$ cat config.mk
export PLATFORM = sky130hd
export DESIGN_NAME = encoder_pipe
export DESIGN_NICKNAME = d
export VERILOG_FILES = /design/src/rtl/encoder_pipe.sv
export SDC_FILE = /design/constraint.sdc
export NUM_CORES = 1
export LEC_CHECK = 0
export CELL_PAD_IN_SITES_DETAIL_PLACEMENT = 0
export CELL_PAD_IN_SITES_GLOBAL_PLACEMENT = 1
export CORE_MARGIN = 4
export CORE_UTILIZATION = 32
export DETAILED_ROUTE_END_ITERATION = 10
export PLACE_DENSITY_LB_ADDON = 0.1
export RECOVER_POWER = 100
export SYNTH_ARGS = -nofsm -noshare
export SYNTH_HDL_FRONTEND = slang
export SYNTH_SLANG_ARGS = --single-unit
$ cat constraint.sdc
create_clock -name clk_i -period 1.7 [get_ports clk_i]
set_clock_uncertainty 0.15 [all_clocks]
set_input_delay 0.17 -clock clk_i [delete_from_list [all_inputs] [get_ports clk_i]]
set_output_delay 0.17 -clock clk_i [all_outputs]
set_load 0.05 [all_outputs]
$ cat src/rtl/encoder_pipe.sv
// Multi-lane pipelined signed encoder: round-half-up arithmetic shift right, sign-magnitude output.
// Optional output-beat counter enabled by defining ENCODER_PIPE_STATS_EN.

module encoder_lane #(
    parameter int IN_W  = 4,
    parameter int SHIFT = 1,
    parameter int OUT_W = IN_W - SHIFT + 1
) (
    input  logic [IN_W-1:0]  x_i,
    output logic [IN_W:0]    r_o,
    input  logic [IN_W:0]    r_i,
    output logic [OUT_W-1:0] sm_o,
    output logic             zero_o
);
    localparam int R_W = IN_W + 1;
    localparam logic [R_W-1:0] HALF = R_W'(1) << (SHIFT - 1);

    logic signed [R_W-1:0] xs;
    logic signed [R_W-1:0] sum;
    logic signed [R_W-1:0] abs_r;
    logic [OUT_W-2:0]      mag;

    always_comb begin
        xs     = $signed({x_i[IN_W-1], x_i});
        sum    = xs + $signed(HALF);
        r_o    = sum >>> SHIFT;
        abs_r  = r_i[R_W-1] ? -$signed(r_i) : $signed(r_i);
        // |r| always fits OUT_W-1 bits, so the truncation is lossless
        mag    = (OUT_W-1)'(abs_r);
        zero_o = (mag == '0);
        sm_o   = {r_i[R_W-1] & !zero_o, mag};
    end
endmodule

module encoder_pipe #(
    parameter int LANES = 4,
    parameter int IN_W  = 4,
    parameter int SHIFT = 1
) (
    input  logic                            clk_i,
    input  logic                            rst_ni,
    input  logic                            flush_i,
    input  logic                            in_valid_i,
    output logic                            in_ready_o,
    input  logic [LANES*IN_W-1:0]           in_data_i,
    output logic                            out_valid_o,
    input  logic                            out_ready_i,
    output logic [LANES*(IN_W-SHIFT+1)-1:0] out_data_o,
    output logic [LANES-1:0]                out_zero_o,
    output logic [15:0]                     stat_beats_o
);
    localparam int OUT_W = IN_W - SHIFT + 1;

    if (IN_W < 2 || IN_W > 16 || SHIFT < 1 || SHIFT > IN_W - 1) begin : g_param_err
        $error("encoder_pipe: illegal IN_W/SHIFT combination");
    end

    logic s1_vld_q, s1_vld_d;
    logic s2_vld_q, s2_vld_d;
    logic s1_load, s2_load;

    logic [LANES-1:0][IN_W:0]    r_new;
    logic [LANES-1:0][IN_W:0]    s1_r_q, s1_r_d;
    logic [LANES-1:0][OUT_W-1:0] sm_new;
    logic [LANES-1:0][OUT_W-1:0] out_data_q, out_data_d;
    logic [LANES-1:0]            zero_new;
    logic [LANES-1:0]            out_zero_q, out_zero_d;

    for (genvar k = 0; k < LANES; k++) begin : g_lane
        encoder_lane #(.IN_W(IN_W), .SHIFT(SHIFT), .OUT_W(OUT_W)) u_lane (
            .x_i    (in_data_i[k*IN_W +: IN_W]),
            .r_o    (r_new[k]),
            .r_i    (s1_r_q[k]),
            .sm_o   (sm_new[k]),
            .zero_o (zero_new[k])
        );
    end

    always_comb begin
        s2_load    = s1_vld_q & (!s2_vld_q | out_ready_i);
        in_ready_o = rst_ni & !flush_i & (!s1_vld_q | s2_load);
        s1_load    = in_valid_i & in_ready_o;

        s1_vld_d = s1_vld_q;
        if (flush_i)      s1_vld_d = 1'b0;
        else if (s1_load) s1_vld_d = 1'b1;
        else if (s2_load) s1_vld_d = 1'b0;

        s2_vld_d = s2_vld_q;
        if (flush_i)          s2_vld_d = 1'b0;
        else if (s2_load)     s2_vld_d = 1'b1;
        else if (out_ready_i) s2_vld_d = 1'b0;

        s1_r_d     = s1_load ? r_new    : s1_r_q;
        out_data_d = s2_load ? sm_new   : out_data_q;
        out_zero_d = s2_load ? zero_new : out_zero_q;
    end

    always_ff @(posedge clk_i) begin
        if (!rst_ni) begin
            s1_vld_q   <= 1'b0;
            s2_vld_q   <= 1'b0;
            out_data_q <= '0;
            out_zero_q <= '0;
        end else begin
            s1_vld_q   <= s1_vld_d;
            s2_vld_q   <= s2_vld_d;
            out_data_q <= out_data_d;
            out_zero_q <= out_zero_d;
        end
    end

    // S1 payload is qualified by s1_vld_q, so it carries no reset
    always_ff @(posedge clk_i) begin
        s1_r_q <= s1_r_d;
    end

    assign out_valid_o = s2_vld_q;
    assign out_data_o  = out_data_q;
    assign out_zero_o  = out_zero_q;

`ifdef ENCODER_PIPE_STATS_EN
    logic [15:0] stat_q, stat_d;

    always_comb begin
        stat_d = stat_q;
        if (out_valid_o && out_ready_i && stat_q != 16'hFFFF) stat_d = stat_q + 16'd1;
    end

    always_ff @(posedge clk_i) begin
        if (!rst_ni) stat_q <= '0;
        else         stat_q <= stat_d;
    end

    assign stat_beats_o = stat_q;
`else
    assign stat_beats_o = 16'h0000;
`endif
endmodule

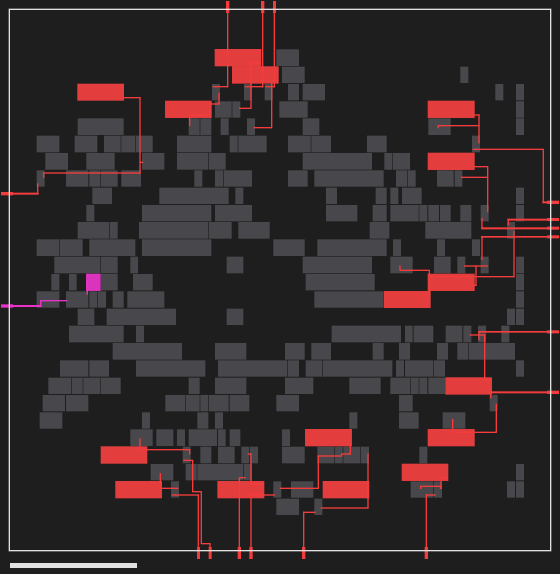
Run 1: I/O nets highlighted
The bar under the picture is 20 um long.
Magenta shows flush_i, bits 1, direction input, end cells 1, buffers 1, wire 11.4 um. Red shows out_data_o, bits 16, direction output, end cells 16, buffers 16, wire 403 um.

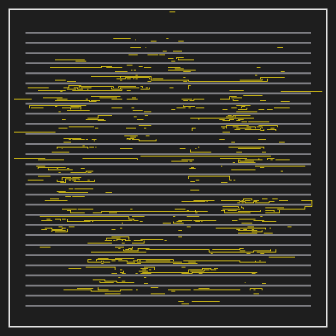
Run 1: the metal 1 layer
Supply wires on this layer in gray.
The wires run mostly horizontal. The layer carries 1520 um of wire.

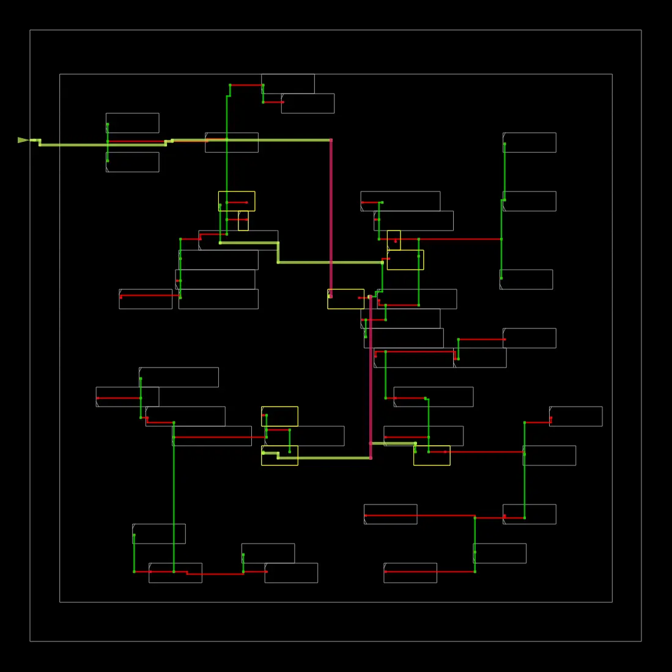
Run 1: clock routing
cts bufs inserted: 5
CTS Sinks: 38

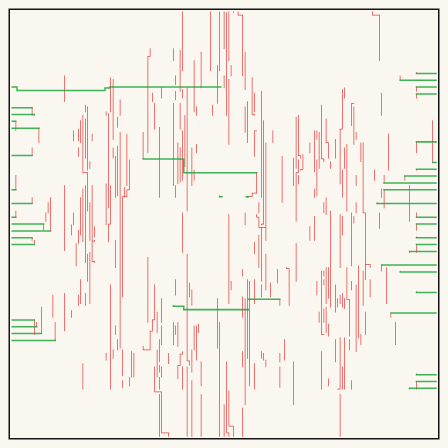
Run 1: signal wires by layer
Only two layers are drawn.
Red shows met2, wire length 1790 um. Green shows met3, wire length 290 um.

==> results.py, run 1 <==
# Auto-generated metrics
metrics = {
    "route": {
        "postRouteAntennaNets": 0,
        "drt-initial-drc-count": 36,
        "wl_per_cell_um": 12.1,
        "wirelength_um": 3650,
        "via_per_inst": 4.54,
    },
    "synth": {
        "ys_warn_count": 0,
        "ff_type": "dfxtp_1",
        "ys_chip_area_mm2": 0.00190,
        "async_flop_share_pct": 0,
        "ys_seq_share_pct": 48.5,
    },
    "flow_run": {
        "cap_violations": 0,
    },
    "floorplanning": {
        "rows": 27,
        "io_pins": 59,
        "core_area_mm2": 0.00564,
        "die_w_um": 85.0,
    },
    "worst_setup_path": {
        "cp.required_ps": 1380,
        "r2r_end": "out_data_o[7]$_SDFFE_PN0P_",
        "reg2reg_from": "s1_r_q[5]$_DFFE_PP_",
        "cp_max_fo": 2,
    },
    "min_path": {
        "hold_end": "out_data_o[8]$_SDFFE_PN0P_",
        "hp-class": "reg2reg",
        "holdPathStages": 2,
    },
    "final_timing": {
        "fin_crit_ps": 1620,
        "fmax_ghz": 0.618,
        "tightest_slew_ps": 610,
    },
    "grt": {
        "antenna_found_initial": 0,
        "met2_usage_pct": 18.6,
        "met1_usage_pct": 11.8,
        "grtUsageMet3_pct": 4.37,
        "grtUsageTotal_pct": 10.7,
    },
    "final_layout": {
        "stdcell_area_mm2": 0.00233,
        "final_cell_mix": "24 x clkbuf_1, 21 x dfxtp_1, 18 x nand2_1",
        "layout-drive-gt1-share_pct": 9.17,
    },
    "outcome": {
        "status": "finished clean",
    },
    "power_and_ir_drop": {
        "combPwrFrac_pct": 18.7,
        "power_leakage_uw": 0.000939,
        "p_sw_uw": 582,
        "power.share.switching_pct": 28.6,
        "seq_power_share_pct": 50.4,
    },
    "place": {
        "dp_cells": 292,
        "io_buffers": 42,
        "preCtsSetupSlack_ps": -98.8,
        "hpwlAfterDp_um": 2830,
        "gp_congestion": 0.726,
    },
    "clock_network": {
        "cts.clk_slew.worst_paths_ps": 80,
        "h-tree-depth": 2,
        "clk_latency_ps": 280,
    },
}
## run 1: state kept, by name, indices dropped and copies added, names as in the netlist
register and count:
out_valid_o 1, s1_r_q 16, out_data_o 16, out_zero_o 4, s1_vld_q 1
## run 1: power by group through the flow
| stage | Clock [uW] | Combinational [uW] | Sequential, uW |
|---|---|---|---|
| after floorplan | 0 | 244 | 1100 |
| after global placement | 0 | 394 | 1040 |
| after detailed placement | 0 | 398 | 1050 |
| after CTS | 656 | 400 | 1030 |
| after global routing | 707 | 411 | 1030 |
| final | 629 | 380 | 1020 |
## run 1: repair_timing
| action | 4_1_cts | 5_1_grt |
|---|---|---|
| hold endpoints to repair | 0 | 0 |
| hold buffers | 0 | 0 |
| endpoints found under the setup margin | 0 | 2 |
| buffers inserted | 0 | 1 |
| gates resized | 0 | 2 |
## run 1: critical path, stage by stage
cell	delay, ps
clkdlybuf4s50_1	480
and2b_1	220
a21oi_4	120
clkbuf_1	160
buf_12	150
## run 1: final cells by class
class / count / area share (%)
sequential: 38 / 39.6
clock inverter: 1 / 0.215
tap: 72 / 3.86
timing repair buffer: 48 / 14.4
inverter: 8 / 1.29
clock buffer: 7 / 3.70
multi-input combinational: 127 / 36.9
## run 1: synthesized netlist by cell type (all sizes together) (4+ instances only)
cell,instances,area (um^2)
a21boi,11,82.6
a21oi,6,30.0
buf,20,159
dfxtp,22,440
edfxtp,16,480
ha,8,100
inv,8,30.0
nand2,18,67.6
nand3,10,50.1
nor2,8,30.0
o211a,6,60.1
o21ai,4,20.0
xnor2,11,96.3
xor2,4,35.0
## run 1: how the worst max path moves through the flow
stage	slack, ps	endpoint
2_1_floorplan	-70	s1_r_q[0]$_DFFE_PP_
3_3_place_gp	-40	s1_r_q[11]$_DFFE_PP_
3_5_place_dp	-100	s1_r_q[10]$_DFFE_PP_
4_1_cts	90	out_data_o[7]$_SDFFE_PN0P_
5_1_grt	20	in_ready_o
6_report	80	in_ready_o
## run 1: stage by stage
stage	hold WS (ps)	total power, uW	util (%)
2_1_floorplan	137	1350	-
3_3_place_gp	295	1440	41.0
3_5_place_dp	297	1440	41.0
4_1_cts	308	2080	42.6
5_1_grt	328	2150	41.3
6_report	305	2030	41.3
## run 1: cell families (layout without fill, tap and decap cells)
| logic type | count (synthesis) | in the layout | share of synthesized area, % |
|---|---|---|---|
| fa+ha+maj | 8 | 8 | 5.27 |
| compound gates | 34 | 34 | 13.4 |
| xor+xnor | 15 | 15 | 6.92 |
| other cells | 1 | 16 | 0.198 |
| simple gates | 52 | 52 | 14.3 |
| buf+inv | 30 | 64 | 10.3 |
| flops | 38 | 38 | 48.5 |
| mux | 2 | 2 | 1.05 |
## run 1: per-layer routing
layer | up-vias | wire length [um]
met4 | 0 | 44
met1 | 629 | 1520
met2 | 45 | 1790
met5 | - | 0
met3 | 5 | 289
li1 | 688 | -
--- run 2 (diff from run 1) ---
--- a/config.mk
+++ b/config.mk
@@ -12,6 +12,7 @@
 export DETAILED_ROUTE_END_ITERATION = 10
 export PLACE_DENSITY_LB_ADDON = 0.1
 export RECOVER_POWER = 100
+export SKIP_LAST_GASP = 1
 export SYNTH_ARGS = -nofsm -noshare
 export SYNTH_HDL_FRONTEND = slang
 export SYNTH_SLANG_ARGS = --single-unit
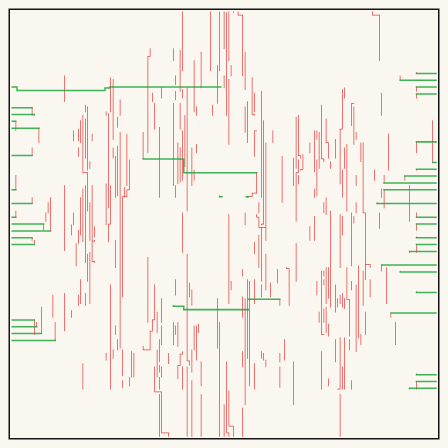
Run 2: signal wires by layer
Only two layers are drawn.
Red shows met2, wire length 1790 um. Green shows met3, wire length 290 um.

==> results.py, run 2 <==
# Auto-generated metrics
metrics = {
    "final_timing": {
        "tightest_slew_ps": 610,
        "fin_crit_ps": 1620,
    },
    "synth": {
        "ys_top_cells_by_area": "edfxtp_1 25%, dfxtp_1 23%, buf_4 6.3%",
        "post-synth-top-count-cell": "dfxtp_1",
        "yosysTopAreaCellShare_pct": 25.3,
        "ys_warn_count": 0,
        "ys_seq_share_pct": 48.5,
        "ys_chip_area_mm2": 0.00190,
        "yosysTopAreaCell": "edfxtp_1",
    },
    "floorplanning": {
        "die_w_um": 85.0,
        "io_pins": 59,
        "core_area_mm2": 0.00564,
    },
    "power_and_ir_drop": {
        "combPwrFrac_pct": 18.7,
        "power.share.switching_pct": 28.6,
        "power_leakage_uw": 0.000939,
        "seq_power_share_pct": 50.4,
        "p_sw_uw": 582,
    },
    "outcome": {
        "status": "finished clean",
    },
    "min_path": {
        "hp-class": "reg2reg",
    },
    "flow_run": {
        "cap_violations": 0,
    },
    "place": {
        "hpwlAfterDp_um": 2830,
        "io_buffers": 42,
        "gp_congestion": 0.726,
        "preCtsSetupSlack_ps": -98.8,
    },
    "clock_network": {
        "cts.clk_slew.worst_paths_ps": 80,
        "cts_buffers": 5,
        "h-tree-depth": 2,
        "clk_latency_ps": 280,
        "cts.sinks": 38,
    },
    "final_layout": {
        "final_cell_mix": "24 x clkbuf_1, 21 x dfxtp_1, 18 x nand2_1",
    },
    "grt": {
        "grtUsageTotal_pct": 10.7,
        "antenna_found_initial": 0,
    },
    "route": {
        "postRouteAntennaNets": 0,
        "via_per_inst": 4.54,
        "wirelength_um": 3650,
        "wl_per_cell_um": 12.1,
    },
    "worst_setup_path": {
        "cp_max_fo": 2,
        "cp.required_ps": 1380,
    },
}
[run 2: cell counts in the layout (fill, tap and decap cells not counted)]
Identical to the previous run, type by type.
[run 2: routing by layer]
metal / part of all wire, % / wire length (um) / global-route usage (%) / up-vias
li1: - / - / - / 688
met1: 42 / 1520 / 11.8 / 629
met2: 49 / 1790 / 18.6 / 45
met3: 7.9 / 289 / 4.37 / 5
met4: 1.2 / 44 / 3.88 / 0
met5: 0 / 0 / 0 / -
[run 2: repair_timing]
item / CTS / global route
setup endpoints to repair: 0 / 2
gates resized: 0 / 2
buffers inserted: 0 / 1
[run 2: logic make-up (layout without fill, tap and decap cells)]
logic type,Yosys count,after routing,synth area share (%)
buffers and inverters,30,64,10.3
other,1,16,0.198
adders and majority gates,8,8,5.27
AOI/OAI and AO/OA,34,34,13.4
xor gates and xnor gates,15,15,6.92
DFF,38,38,48.5
and+or+nand+nor,52,52,14.3
muxes,2,2,1.05
[run 2: final cells by class]
type / count / area (um^2) / share of cell area, %
clock buffers: 7 / 86.3 / 3.70
repair buffers: 48 / 337 / 14.4
multi-input cells: 127 / 860 / 36.9
clock inverters: 1 / 5.00 / 0.215
inverters: 8 / 30.0 / 1.29
flip-flops and latches: 38 / 925 / 39.6
well taps: 72 / 90.1 / 3.86
[run 2: path summary, 6_finish.rpt]
| path | from | endpoint | slack (ps) | cells past startpoint |
|---|---|---|---|---|
| setup / recovery | out_ready_i | in_ready_o | 80 | 5 |
| hold / removal | out_data_o[8]$_SDFFE_PN0P_ | out_data_o[8]$_SDFFE_PN0P_ | 300 | 2 |
| setup reg to reg | s1_r_q[5]$_DFFE_PP_ | out_data_o[7]$_SDFFE_PN0P_ | 120 | 6 |
| hold reg to reg | out_data_o[8]$_SDFFE_PN0P_ | out_data_o[8]$_SDFFE_PN0P_ | 300 | 2 |
[run 2: power by group through the flow]
stage / Clock, uW / Sequential [uW] / Combinational [uW]
2_1_floorplan: 0 / 1100 / 244
6_report: 629 / 1020 / 380
3_3_place_gp: 0 / 1040 / 394
5_1_grt: 707 / 1030 / 411
4_1_cts: 656 / 1030 / 400
3_5_place_dp: 0 / 1050 / 398
[run 2: critical path, cell delays in order]
cell and delay (ps):
clkdlybuf4s50_1 480, and2b_1 220, a21oi_4 120, clkbuf_1 160, buf_12 150
[run 2: through the flow]
step | hold WS, ps | instances | instance area, um^2 | total power [uW] | utilization [%]
6_report | 305 | 301 | 2330 | 2030 | 41.3
5_1_grt | 328 | 301 | 2330 | 2150 | 41.3
4_1_cts | 308 | 300 | 2400 | 2080 | 42.6
3_5_place_dp | 297 | 292 | 2310 | 1440 | 41.0
3_3_place_gp | 295 | 292 | 2310 | 1440 | 41.0
2_1_floorplan | 137 | 195 | 1970 | 1350 | -
Power and IR drop assume default switching activity.
